[config.mk]
export PLATFORM = sky130hd
export DESIGN_NAME = minmax_tracker
export DESIGN_NICKNAME = d
export VERILOG_FILES = /design/src/rtl/minmax_tracker_pkg.sv /design/src/rtl/minmax_tracker_cmp.sv /design/src/rtl/minmax_tracker.sv
export SDC_FILE = /design/constraint.sdc
export NUM_CORES = 1
export LEC_CHECK = 0
export CORE_MARGIN = 10
export CORE_UTILIZATION = 39
export DETAILED_ROUTE_END_ITERATION = 10
export GPL_TIMING_DRIVEN = 0
export PLACE_DENSITY = 0.6
export SYNTH_ARGS = -nofsm -noshare
export SYNTH_HDL_FRONTEND = slang
export SYNTH_SLANG_ARGS = --single-unit
[constraint.sdc]
create_clock -name clk -period 3.1 [get_ports clk]
set_input_delay 0.62 -clock clk [delete_from_list [all_inputs] [get_ports clk]]
set_output_delay 0.62 -clock clk [all_outputs]
set_load 0.1 [all_outputs]
[src/rtl/minmax_tracker_pkg.sv]
// Shared definitions for the streaming min/max tracker.
//   CMP_W   : width of the signed comparator (fixed at 8)
//   state_e : tracker FSM state encoding
package minmax_tracker_pkg;

    localparam int CMP_W = 8;

    typedef enum logic [1:0] {
        ST_IDLE  = 2'b00,
        ST_ACCUM = 2'b01,
        ST_HOLD  = 2'b10
    } state_e;

endpackage

[src/rtl/minmax_tracker_cmp.sv]
// Signed 8-bit comparator. Flags are derived from A-B using the
// N^V rule, so the result is correct even when the subtraction
// overflows (e.g. 127 vs -128).
// Ports:
//   a_i  : operand A (two's complement)
//   b_i  : operand B (two's complement)
//   lt_o : A <  B
//   eq_o : A == B
//   gt_o : A >  B
module minmax_tracker_cmp
    import minmax_tracker_pkg::*;
(
    input  logic [CMP_W-1:0] a_i,
    input  logic [CMP_W-1:0] b_i,
    output logic             lt_o,
    output logic             eq_o,
    output logic             gt_o
);

    logic [CMP_W-1:0] diff;
    logic             n_flag;
    logic             v_flag;
    logic             z_flag;

    assign diff   = a_i - b_i;
    assign n_flag = diff[CMP_W-1];
    // Overflow only when operand signs differ and the result sign differs from A.
    assign v_flag = (a_i[CMP_W-1] ^ b_i[CMP_W-1]) & (a_i[CMP_W-1] ^ diff[CMP_W-1]);
    assign z_flag = (diff == '0);

    assign lt_o = n_flag ^ v_flag;
    assign eq_o = z_flag;
    assign gt_o = ~(n_flag ^ v_flag) & ~z_flag;

endmodule

[src/rtl/minmax_tracker.sv]
// Streaming min/max tracker. Consumes framed signed samples over a
// valid/ready input and emits one {min, max, count, overflow} result per
// frame over a valid/ready output.
//
// state    | meaning
// ---------+---------------------------------------------------------
// ST_IDLE  | no sample of the current frame accepted yet
// ST_ACCUM | frame in progress, running extremes being updated
// ST_HOLD  | result presented on out_*, input stalled until out_ready
//
// Ports:
//   clk, reset          : clock, asynchronous active-high reset
//   in_valid/in_ready   : sample handshake
//   in_data, in_last    : signed sample, end-of-frame marker
//   out_valid/out_ready : result handshake
//   out_min, out_max    : signed extremes of the last completed frame
//   out_count           : samples in that frame, saturating at 2^CNT_W-1
//   out_overflow        : frame was longer than 2^CNT_W-1 samples
module minmax_tracker
    import minmax_tracker_pkg::*;
#(
    parameter int DATA_W = 8,
    parameter int CNT_W  = 8
) (
    input  logic              clk,
    input  logic              reset,
    input  logic              in_valid,
    output logic              in_ready,
    input  logic [DATA_W-1:0] in_data,
    input  logic              in_last,
    output logic              out_valid,
    input  logic              out_ready,
    output logic [DATA_W-1:0] out_min,
    output logic [DATA_W-1:0] out_max,
    output logic [CNT_W-1:0]  out_count,
    output logic              out_overflow
);

    if (DATA_W != CMP_W) begin : g_bad_width
        $error("minmax_tracker: DATA_W must be 8 to match the comparator");
    end

    state_e            state_q;
    logic [DATA_W-1:0] min_q, min_d;
    logic [DATA_W-1:0] max_q, max_d;
    logic [CNT_W-1:0]  cnt_q, cnt_d;
    logic              ovf_q, ovf_d;
    logic [DATA_W-1:0] out_min_q;
    logic [DATA_W-1:0] out_max_q;
    logic [CNT_W-1:0]  out_cnt_q;
    logic              out_ovf_q;
    logic              acc;

    logic              min_lt;
    logic              max_gt;
    logic              unused_min_eq;
    logic              unused_min_gt;
    logic              unused_max_lt;
    logic              unused_max_eq;

    minmax_tracker_cmp u_cmp_min (
        .a_i  (in_data),
        .b_i  (min_q),
        .lt_o (min_lt),
        .eq_o (unused_min_eq),
        .gt_o (unused_min_gt)
    );

    minmax_tracker_cmp u_cmp_max (
        .a_i  (in_data),
        .b_i  (max_q),
        .lt_o (unused_max_lt),
        .eq_o (unused_max_eq),
        .gt_o (max_gt)
    );

    assign in_ready = (state_q != ST_HOLD);
    assign acc      = in_valid & in_ready;

    // Candidate accumulator values assuming the current sample is accepted.
    always_comb begin
        min_d = min_q;
        max_d = max_q;
        cnt_d = cnt_q;
        ovf_d = ovf_q;
        if (state_q == ST_IDLE) begin
            min_d = in_data;
            max_d = in_data;
            cnt_d = CNT_W'(1);
            ovf_d = 1'b0;
        end else begin
            if (min_lt) min_d = in_data;
            if (max_gt) max_d = in_data;
            if (&cnt_q) begin
                ovf_d = 1'b1;
            end else begin
                cnt_d = cnt_q + CNT_W'(1);
            end
        end
    end

    // Output registers are loaded only when a frame completes, so the
    // previous result stays visible while the next frame accumulates.
    always_ff @(posedge clk or posedge reset) begin
        if (reset) begin
            state_q   <= ST_IDLE;
            min_q     <= '0;
            max_q     <= '0;
            cnt_q     <= '0;
            ovf_q     <= 1'b0;
            out_min_q <= '0;
            out_max_q <= '0;
            out_cnt_q <= '0;
            out_ovf_q <= 1'b0;
        end else begin
            case (state_q)
                ST_IDLE, ST_ACCUM: begin
                    if (acc) begin
                        min_q <= min_d;
                        max_q <= max_d;
                        cnt_q <= cnt_d;
                        ovf_q <= ovf_d;
                        if (in_last) begin
                            state_q   <= ST_HOLD;
                            out_min_q <= min_d;
                            out_max_q <= max_d;
                            out_cnt_q <= cnt_d;
                            out_ovf_q <= ovf_d;
                        end else begin
                            state_q <= ST_ACCUM;
                        end
                    end
                end
                ST_HOLD: begin
                    if (out_ready) state_q <= ST_IDLE;
                end
                default: state_q <= ST_IDLE;
            endcase
        end
    end

    assign out_valid    = (state_q == ST_HOLD);
    assign out_min      = out_min_q;
    assign out_max      = out_max_q;
    assign out_count    = out_cnt_q;
    assign out_overflow = out_ovf_q;

endmodule
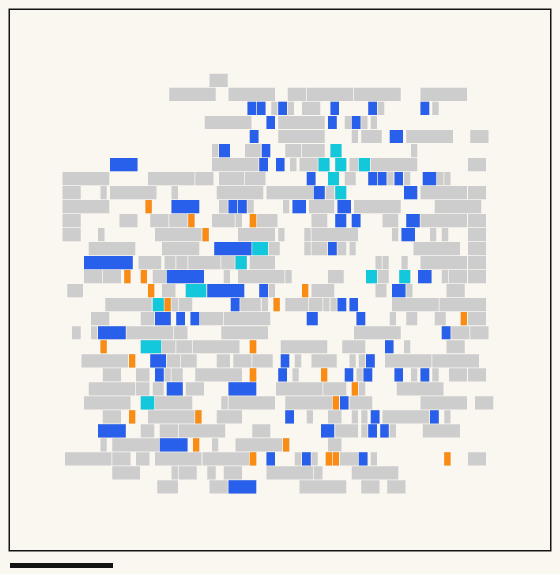
**Above:** run 1 (logic cells by family).
Scale bar: 20 um.
legend:
  orange:
    family: inverters
    cells: 26
    most_used: inv_1
  blue:
    family: inverting AOI/OAI gates
    cells: 75
    most_used: o21ai_1
  cyan:
    family: AND and OR gates
    cells: 14
    most_used: and2_1
Post-Layout Cell Count: 448
most frequent logic cell in the layout: dfrtp_1
Comb/total area: 0.419

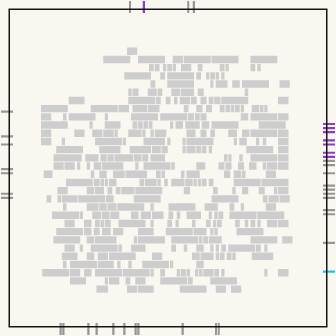
**Above:** run 1 (pin placement).
Pins as bars across the die edge, other pins in gray.
legend:
  purple:
    port: `out_count`
    pins: 8
    direction: output
    edge: 7 east, 1 north
  cyan:
    port: `reset`
    pins: 1
    direction: input
    edge: east
all pins by edge: 18 east, 11 south, 7 west, 4 north
IO Port Bufs: 39
chip width: 105 um
Die H: 105 um

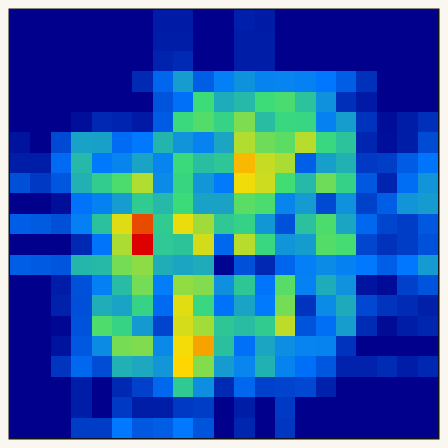
**Above:** run 1 (wiring heat map).
The die is cut into 21 by 21 equal tiles; dark blue is low, red is high, scaled to the fullest tile. Values are wire area over tile area, all layers added.
densest ninth of the die: center
tiles over half the peak: 11%
nearly empty tiles: 29%
fullest tile: 0.47
mean over tiles: 0.099
Routed WL: 7.04 mm
vias after detailed routing: 2271

[run 1: final cells by class]
class                      instances  area [sq um]  area share
sequential                        52          1300       0.353
clock inverter                     2          12.5     0.00339
inverter                          26          97.6      0.0265
tap                               96           120      0.0326
clock buffer                       5          68.8      0.0187
buffer                             8          30.0     0.00814
multi-input combinational        206          1550       0.419
timing repair buffer              53           513       0.139
[run 1: cells in the mapped netlist (all sizes together), types with 4 or more instances]
library cell   n
a31oi          4
a21oi         16
nor2          27
nand2         33
a211oi         4
mux2i         10
o21ai         33
dfrtp         52
o31ai          8
a221oi         8
clkbuf         8
inv           26
and2           6
ha            15
nand3          4
[run 1: per-stage QoR]
step / hold WS (ns) / setup WS, ns / area, sq um / setup TNS, ns / utilization
floorplan: 0.456 / -0.0121 / 2850 / -0.105 / -
global placement: 0.462 / -1.10 / 3360 / -22.23 / 0.486
detailed placement: 0.466 / -1.13 / 3380 / -23.11 / 0.489
CTS: 0.488 / -0.299 / 3600 / -4.03 / 0.521
global route: 0.512 / -0.281 / 3690 / -3.92 / 0.534
finish: 0.485 / -0.124 / 3690 / -1.38 / 0.534
[run 1: state kept, by name, indices dropped and copies added, names as in the netlist]
register,cells
cnt_q,8
out_min,8
out_overflow,1
ovf_q,1
state_q,2
out_count,8
max_q,8
min_q,8
out_max,8
[run 1: kinds of logic after synthesis]
logic type / after synthesis / share of synthesized area
AND/OR/NAND/NOR: 88 / 0.149
AND-OR/OR-AND: 83 / 0.194
flip-flops: 52 / 0.464
buffers and inverters: 35 / 0.0469
adder cells (fa/ha/maj): 18 / 0.0884
multiplexers: 11 / 0.0397
XOR/XNOR: 6 / 0.0187
==> flow_metrics.py, run 1 <==
# Synthesis and PnR figures
metrics = {
    "route": {
        "postRouteAntennaNets": 0,
        "dr.max_layer_used": "met4",
        "wl_per_cell_um": 15.7,
        "wl_met3_um": 260,
        "drtIter0Drc": 72,
    },
    "power": {
        "power.net_switching_mw": 1.66,
        "power.internal_mw": 1.67,
        "pg_clk_uw": 382,
        "total_power_mw": 3.33,
        "p_comb_frac": 0.591,
        "power_frac_clock": 0.115,
    },
    "floorplanning": {
        "core_sq_um": 6910,
        "io_pins": 40,
        "std_cell_rows": 30,
    },
    "run_status": {
        "violations": "negative setup slack",
        "status": "finished, violations left",
    },
    "finish": {
        "drive_gt1_frac": 0.165,
        "fin_nets": 383,
        "areaGrowthSynthToFinish_pct": 31.5,
    },
    "final_timing": {
        "relSlewSlack": 0.336,
        "setup_ws_ns": -0.124,
        "setup_viol": 16,
        "rsz0062_at_grt": "true",
    },
    "min_path": {
        "hold_start": "out_count[3]",
        "min_to": "out_count[3]",
    },
    "setup_path": {
        "crit_path_cell_trace": "inv_2 > ha_4 > or2b_1 > a21oi_2 > o311a_1 > o21a_1 > nor2_2 > fa_1 > nand3_2 > nor4_2 > o21ai_1 > a211oi_4 > buf_4 > a211oi_4 > buf_6 > mux2i_1",
        "critPathRequiredTime_ns": 3.29,
        "crit_type": "reg -> reg",
    },
    "placed_design": {
        "dp_cells": 429,
        "gp_congestion": 0.822,
    },
    "global_routing": {
        "grt_usage": 0.131,
        "grt_pass1_vias": 2382,
    },
    "logic_synthesis": {
        "ys_seq_frac": 0.464,
        "yosys.area.top_type": "dfrtp_1",
        "edf_count": 0,
        "syn-num-nets": 324,
    },
    "clocking": {
        "cts.clk_slew.worst_paths_ns": 0.10,
    },
    "flow_run": {
        "maxCapViolCount": 0,
    },
}
**Run 1: metal layers overlaid**

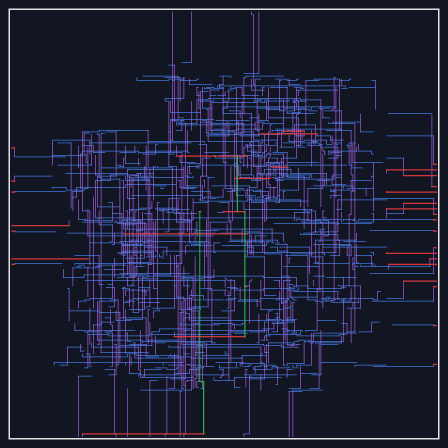

--- run 2 (diff from run 1) ---
CORE_UTILIZATION = 45   (was 39)
PLACE_DENSITY = 0.68   (was 0.6)
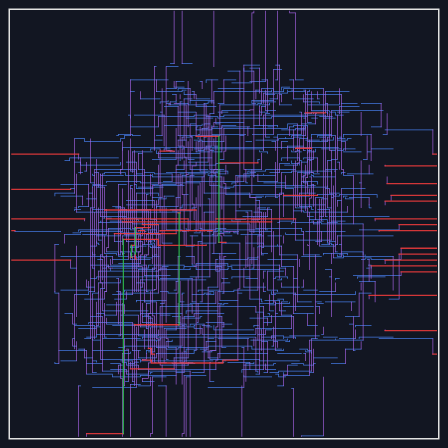
**Above:** run 2 (metal layers overlaid).
legend:
  red:
    layer: met3
    wire_length: 463 um
  green:
    layer: met4
    wire_length: 104 um
  purple:
    layer: met2
    wire_length: 3520 um
  blue:
    layer: met1
    wire_length: 3170 um
vias after detailed routing: 2347
total track usage: 0.146

==> flow_metrics.py, run 2 <==
# Synthesis and PnR figures
metrics = {
    "finish": {
        "flops": 52,
        "signal_buffers": 61,
        "areaGrowthSynthToFinish_pct": 30.7,
        "clk_share": 0.0212,
        "sh_comb_area": 0.423,
        "layout.cells.non_filler": 427,
        "drive_gt1_frac": 0.162,
        "num-multi-input-gates": 206,
        "diodes": 0,
        "utilization": 0.612,
        "layout_top_cell": "dfrtp_1",
        "mi_logic_area_sq_um": 1550,
        "fin_nets": 383,
        "final_area_sq_um": 3670,
        "top_area_cell_class": "combinational gates",
        "seq_area_sq_um": 1300,
        "n_all_inverters": 26,
        "buffer_area_frac": 0.149,
    },
    "placed_design": {
        "gp_congestion": 0.862,
        "io_buffers": 39,
        "post-place-ws_ns": -1.11,
        "placed_cell_area_sq_um": 3350,
        "dp_cells": 408,
    },
    "logic_synthesis": {
        "aoi_share": 0.194,
        "simple_gate_area_frac": 0.149,
        "edf_count": 0,
        "syn-num-nets": 324,
        "muxShareOfSynthArea": 0.0397,
        "synthTopCellsByCount": "dfrtp_1 (52), nand2_1 (33), o21ai_1 (32)",
        "synth.comb.largest_family": "AND-OR/OR-AND gates",
        "top_area_frac": 0.464,
        "most_common_cell": "dfrtp_1",
        "yosys.area.top_type": "dfrtp_1",
        "yosys.area_share.adder": 0.0884,
        "ys_sh_xor": 0.0187,
    },
    "final_timing": {
        "setup_tns_ns": -3.10,
        "relSlewSlack": 0.327,
        "final-max-slew-violation-count": 0,
        "setup_viol": 16,
        "setup_ws_ns": -0.253,
        "whs_ns": 0.481,
    },
    "power": {
        "power.internal_mw": 1.67,
        "power.net_switching_mw": 1.69,
        "total_power_mw": 3.36,
        "p_comb_frac": 0.597,
        "power_frac_clock": 0.111,
    },
    "global_routing": {
        "grt_pass1_wl_mm": 11.8,
        "grt_pass1_vias": 2388,
    },
    "route": {
        "wl_met3_um": 463,
        "dr.max_layer_used": "met4",
        "drtIter0Drc": 122,
        "postRouteAntennaNets": 0,
        "wl_per_cell_um": 17.0,
    },
    "run_status": {
        "status": "finished, violations left",
        "violations": "negative setup slack",
    },
    "clocking": {
        "cts.clk_slew.worst_paths_ns": 0.09,
    },
    "floorplanning": {
        "die_h_um": 98.9,
        "die_w_um": 98.9,
        "io_pins": 40,
        "core_sq_um": 5990,
        "std_cell_rows": 28,
    },
    "flow_run": {
        "maxCapViolCount": 0,
    },
    "setup_path": {
        "critPathRequiredTime_ns": 3.29,
        "crit_type": "reg -> reg",
    },
}
-- run 2: cell counts after synthesis --
No cell type changed its count.
-- run 2: worst paths after layout --
| kind | to | cells past startpoint | slack [ns] | startpoint |
|---|---|---|---|---|
| min in group asynchronous | out_min[1] | 2 | 0.67 | reset |
| max in group asynchronous | cnt_q[0] | 3 | 1.89 | reset |
| worst min register to register | out_count[3] | 2 | 0.48 | out_count[3] |
| worst max register to register | max_q[4] | 16 | -0.25 | max_q[1] |
| worst max-delay path | max_q[4] | 16 | -0.25 | max_q[1] |
| worst min-delay path | out_count[3] | 2 | 0.48 | out_count[3] |
-- run 2: worst max-delay path: stages (launching register included) --
cell and delay [ns]:
dfrtp_1 0.37, inv_2 0.06, ha_4 0.25, or2b_1 0.25, a21oi_2 0.16, o311a_1 0.19
o21a_1 0.14, nor2_2 0.04, fa_1 0.52, nand3_2 0.13, nor4_4 0.19, o21ai_2 0.13
a211oi_4 0.27, buf_4 0.18, a211oi_4 0.06, buf_6 0.15, mux2i_2 0.14
-- run 2: power by group through the flow --
stage | logic, mW | registers (mW) | clock network [mW]
2_1_floorplan | 0.721 | 1.64 | 0
3_3_place_gp | 1.76 | 0.987 | 0
3_5_place_dp | 1.79 | 0.992 | 0
4_1_cts | 1.92 | 0.981 | 0.383
5_1_grt | 2.14 | 1.01 | 0.408
6_report | 2.01 | 0.980 | 0.374
-- run 2: cell families (layout without fill, tap and decap cells) --
logic type      Yosys count  in the layout
mux                      11             11
xor+xnor                  6              6
compound gates           83             83
buf+inv                  35             94
fa+ha+maj                18             18
flops                    52             52
simple gates             88             88
-- run 2: what timing repair did --
action / CTS / global route
gates cloned: 0 / 0
buffers inserted: 9 / 5
gates resized: 38 / 6
pin swaps: 14 / 8
endpoints found under the setup margin: 27 / 16
hold buffers: 0 / 0
No activity file was given, so power comes from the tool's default toggle rates.
